### src/rtl/hub75_pkg.sv
// Shared HUB75 definitions used by both the driver and the capture side.
package hub75_pkg;

  localparam int unsigned RGB_W = 3;

  typedef logic [RGB_W-1:0] rgb_t;

  typedef enum logic [1:0] {
    WAIT_LATCH,
    SHIFT,
    OVERFLOW
  } state_t;

endpackage

### src/rtl/hub75_in_sync.sv
// Two-flop synchronizers for every HUB75 input plus rising-edge strobes
// for the shift clock and latch.
module hub75_in_sync
  import hub75_pkg::*;
#(
  parameter int unsigned AW = 5
) (
  input  logic             clk_in,
  input  logic             rst_in,
  input  logic             hub75_clk,
  input  logic             hub75_latch,
  input  logic             hub75_OE,
  input  logic [AW-1:0]    hub75_addr,
  input  logic [RGB_W-1:0] hub75_rgb0,
  input  logic [RGB_W-1:0] hub75_rgb1,
  output logic             clk_rise,
  output logic             latch_rise,
  output logic             oe_n_s,
  output logic [AW-1:0]    addr_s,
  output logic [RGB_W-1:0] rgb0_s,
  output logic [RGB_W-1:0] rgb1_s
);

  localparam int unsigned W = 3 + AW + 2 * RGB_W;
  // OE resets to its inactive (high) level so the on counter stays idle.
  localparam logic [W-1:0] RST_V = {3'b001, {(AW + 2 * RGB_W){1'b0}}};

  logic [W-1:0] sync1, sync2;
  logic         prev_clk, prev_latch;
  logic         s_clk, s_latch;

  always_ff @(posedge clk_in or posedge rst_in) begin
    if (rst_in) begin
      sync1      <= RST_V;
      sync2      <= RST_V;
      prev_clk   <= 1'b0;
      prev_latch <= 1'b0;
    end else begin
      sync1      <= {hub75_clk, hub75_latch, hub75_OE, hub75_addr, hub75_rgb0, hub75_rgb1};
      sync2      <= sync1;
      prev_clk   <= s_clk;
      prev_latch <= s_latch;
    end
  end

  assign {s_clk, s_latch, oe_n_s, addr_s, rgb0_s, rgb1_s} = sync2;
  assign clk_rise   = s_clk & ~prev_clk;
  assign latch_rise = s_latch & ~prev_latch;

endmodule

### src/rtl/hub75_capture.sv
// HUB75 receive-side decoder: rebuilds each shifted row and presents it on
// a valid/ready stream with its scan address and OE-on time.
module hub75_capture
  import hub75_pkg::*;
#(
  parameter int unsigned NUM_COLS  = 64,
  parameter int unsigned SCAN_RATE = 32,
  parameter int unsigned ON_CNT_W  = 16
) (
  input  logic                          clk_in,
  input  logic                          rst_in,
  input  logic                          hub75_clk,
  input  logic                          hub75_latch,
  input  logic                          hub75_OE,
  input  logic [$clog2(SCAN_RATE)-1:0]  hub75_addr,
  input  logic [RGB_W-1:0]              hub75_rgb0,
  input  logic [RGB_W-1:0]              hub75_rgb1,
  output logic                          row_valid,
  input  logic                          row_ready,
  output logic [$clog2(SCAN_RATE)-1:0]  row_addr,
  output logic [RGB_W*NUM_COLS-1:0]     row_data0,
  output logic [RGB_W*NUM_COLS-1:0]     row_data1,
  output logic                          row_last,
  output logic [ON_CNT_W-1:0]           row_on_cycles,
  output logic                          err_short,
  output logic                          err_long,
  output logic                          err_overrun
);

  localparam int unsigned AW = $clog2(SCAN_RATE);
  localparam int unsigned CW = $clog2(NUM_COLS + 1);
  localparam int unsigned DW = RGB_W * NUM_COLS;

  logic             clk_rise, latch_rise, oe_n_s;
  logic [AW-1:0]    addr_s;
  logic [RGB_W-1:0] rgb0_s, rgb1_s;

  state_t           state;
  logic [CW-1:0]    col_cnt, cnt_next;
  logic             clk_wr, ovf_now;
  logic [DW-1:0]    shift0, shift1;
  logic [ON_CNT_W-1:0] on_cnt, stage_on;
  logic [AW-1:0]    stage_addr;
  logic             load_pend;

  hub75_in_sync #(.AW(AW)) u_sync (
    .clk_in      (clk_in),
    .rst_in      (rst_in),
    .hub75_clk   (hub75_clk),
    .hub75_latch (hub75_latch),
    .hub75_OE    (hub75_OE),
    .hub75_addr  (hub75_addr),
    .hub75_rgb0  (hub75_rgb0),
    .hub75_rgb1  (hub75_rgb1),
    .clk_rise    (clk_rise),
    .latch_rise  (latch_rise),
    .oe_n_s      (oe_n_s),
    .addr_s      (addr_s),
    .rgb0_s      (rgb0_s),
    .rgb1_s      (rgb1_s)
  );

  // A clk edge coinciding with a latch edge is folded in first, so the
  // latch decision below always looks at the post-shift count.
  always_comb begin
    clk_wr  = 1'b0;
    ovf_now = (state == OVERFLOW);
    if (state == SHIFT && clk_rise) begin
      if (col_cnt == CW'(NUM_COLS)) ovf_now = 1'b1;
      else                          clk_wr  = 1'b1;
    end
    cnt_next = col_cnt + CW'(clk_wr);
  end

  always_ff @(posedge clk_in) begin
    if (clk_wr) begin
      shift0[RGB_W*col_cnt +: RGB_W] <= rgb0_s;
      shift1[RGB_W*col_cnt +: RGB_W] <= rgb1_s;
    end
  end

  always_ff @(posedge clk_in or posedge rst_in) begin
    if (rst_in) begin
      state      <= WAIT_LATCH;
      col_cnt    <= '0;
      on_cnt     <= '0;
      stage_on   <= '0;
      stage_addr <= '0;
      load_pend  <= 1'b0;
      err_short  <= 1'b0;
      err_long   <= 1'b0;
    end else begin
      err_short <= 1'b0;
      err_long  <= 1'b0;
      load_pend <= 1'b0;

      if (latch_rise)                    on_cnt <= '0;
      else if (!oe_n_s && on_cnt != '1) on_cnt <= on_cnt + ON_CNT_W'(1);

      case (state)
        WAIT_LATCH: begin
          if (latch_rise) begin
            state   <= SHIFT;
            col_cnt <= '0;
          end
        end
        SHIFT, OVERFLOW: begin
          if (latch_rise) begin
            state      <= SHIFT;
            col_cnt    <= '0;
            stage_addr <= addr_s;
            stage_on   <= on_cnt;
            if (ovf_now)                         err_long  <= 1'b1;
            else if (cnt_next == CW'(NUM_COLS)) load_pend <= 1'b1;
            else                                 err_short <= 1'b1;
          end else begin
            col_cnt <= cnt_next;
            if (ovf_now) state <= OVERFLOW;
          end
        end
        default: begin
          state   <= WAIT_LATCH;
          col_cnt <= '0;
        end
      endcase
    end
  end

  // Output holding register; a held row is never overwritten.
  always_ff @(posedge clk_in or posedge rst_in) begin
    if (rst_in) begin
      row_valid     <= 1'b0;
      row_addr      <= '0;
      row_data0     <= '0;
      row_data1     <= '0;
      row_last      <= 1'b0;
      row_on_cycles <= '0;
      err_overrun   <= 1'b0;
    end else begin
      err_overrun <= 1'b0;
      if (load_pend) begin
        if (row_valid && !row_ready) begin
          err_overrun <= 1'b1;
        end else begin
          row_valid     <= 1'b1;
          row_addr      <= stage_addr;
          row_data0     <= shift0;
          row_data1     <= shift1;
          row_last      <= (stage_addr == AW'(SCAN_RATE - 1));
          row_on_cycles <= stage_on;
        end
      end else if (row_valid && row_ready) begin
        row_valid <= 1'b0;
      end
    end
  end

endmodule

### config.mk
export PLATFORM = sky130hd
export DESIGN_NAME = hub75_capture
export DESIGN_NICKNAME = d
export VERILOG_FILES = /design/src/rtl/hub75_pkg.sv /design/src/rtl/hub75_in_sync.sv /design/src/rtl/hub75_capture.sv
export SDC_FILE = /design/constraint.sdc
export NUM_CORES = 2
export LEC_CHECK = 0
export CAP_MARGIN = 20
export CELL_PAD_IN_SITES_DETAIL_PLACEMENT = 1
export CELL_PAD_IN_SITES_GLOBAL_PLACEMENT = 2
export CORE_MARGIN = 8
export CORE_UTILIZATION = 42
export CTS_CLUSTER_DIAMETER = 100
export CTS_CLUSTER_SIZE = 40
export DETAILED_ROUTE_END_ITERATION = 10
export PLACE_DENSITY_LB_ADDON = 0.1
export SYNTH_ARGS = -nofsm -noshare
export SYNTH_HDL_FRONTEND = slang
export SYNTH_SLANG_ARGS = --single-unit
### constraint.sdc
create_clock -name clk_in -period 31.6 [get_ports clk_in]
set_input_delay 4.74 -clock clk_in [delete_from_list [all_inputs] [get_ports clk_in]]
set_output_delay 4.74 -clock clk_in [all_outputs]
set_load 0.01 [all_outputs]
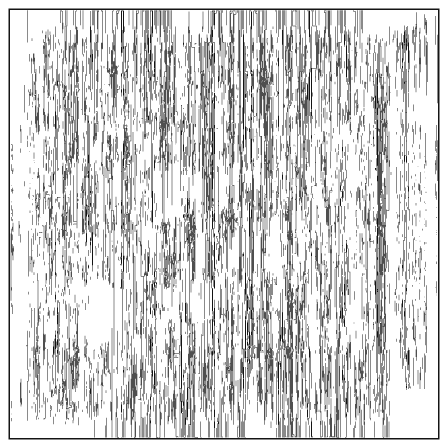
(the metal 2 layer)
2,459 nets have wire on it. The longest straight run is 135 µm. The layer carries 47.7 mm of wire. The layer holds 50% of the routed length.
total number of vias: 19,600
final wirelength: 95,200 µm
met2 Usage GRT: 36.0%

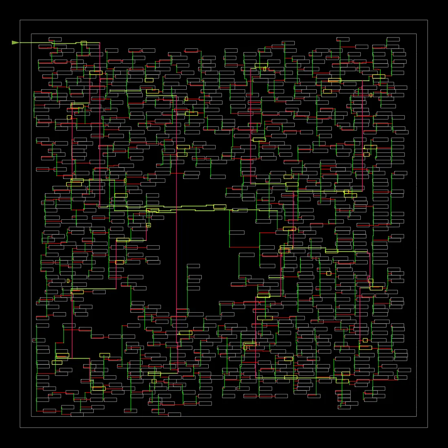
(the clock network)
Clk Latency, worst-skew pair: 0.68 ns
Num Clock Sinks: 871

==> run summary <==
impl run done, here's what came out: placer congestion estimate 0.791, Hold Buf Count CTS 0, Reg2Reg Capture Point shift0[46]$_DFFE_PP_, Top logic family multiplexers, maximum VDD drop 0.0419 mV, dpl cells ~3,600, Max Clk Rate 132 MHz, switching power 0.000463 W, clock-pin slew on the worst setup and hold paths 0.13 ns, PD cells 47.2 nW/µm², postcts setup bufs 0, status finished clean, Layout clock area frac 2.80%, sequential share of power between 60% and 70%, area fraction in compound gates 2.31%, RSZ-0062 raised after global routing no, # port buffers 426, width of the die 298 µm, dominant class by area flip-flops and latches, Hold Path Depth 0, CP top delay family buffers and inverters, initial antenna violation count 1, chip area line of the yosys report 33,500 µm², Slew Viols, Final 0, CTS Buffer Depth 3, GRT Max-Usage Layer met2, Avg WL per Cell ~26 µm, non-clock buffer count around 470, synthesized area 33,500 µm², cell count in the Yosys report 2,219, Non-Filler Instances between 3,000 and 4,000, setup ws final 24.00 ns, ys async rst share 55.9%, Synthesized registers 871, global-route wire length before repair approximately 140,000 µm, Seq share, synth 70.8%, pin count of the biggest net entering global routing 107, # DRC 0, Seq. pwr between 0.001 and 0.0015 W, Setup crit start kind input pin, unique cell type count in the Yosys netlist 75, number of enable flip-flop cells approximately 380
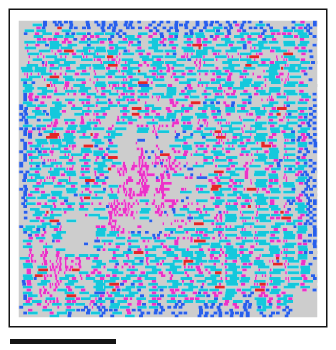
(cell classes on the final placement)
Scale bar: 100 µm. Fill, decap, tap and diode cells in grey.
Red is clock drivers and dummy loads, cells 58, share of their area 2.9%. Blue is remaining buffers and delay cells, cells 471, share of their area 12%. Cyan is registers, cells 871, share of their area 61%. Magenta is remaining logic cells, cells 1,202, share of their area 24%.
final instance area: 40,100 µm²
Core Util, Final: 50.7%
core area: 79,000 µm²
FP Rows: 103
sequential cell area share: 59.2%

Power is estimated from default activity; no workload was simulated.
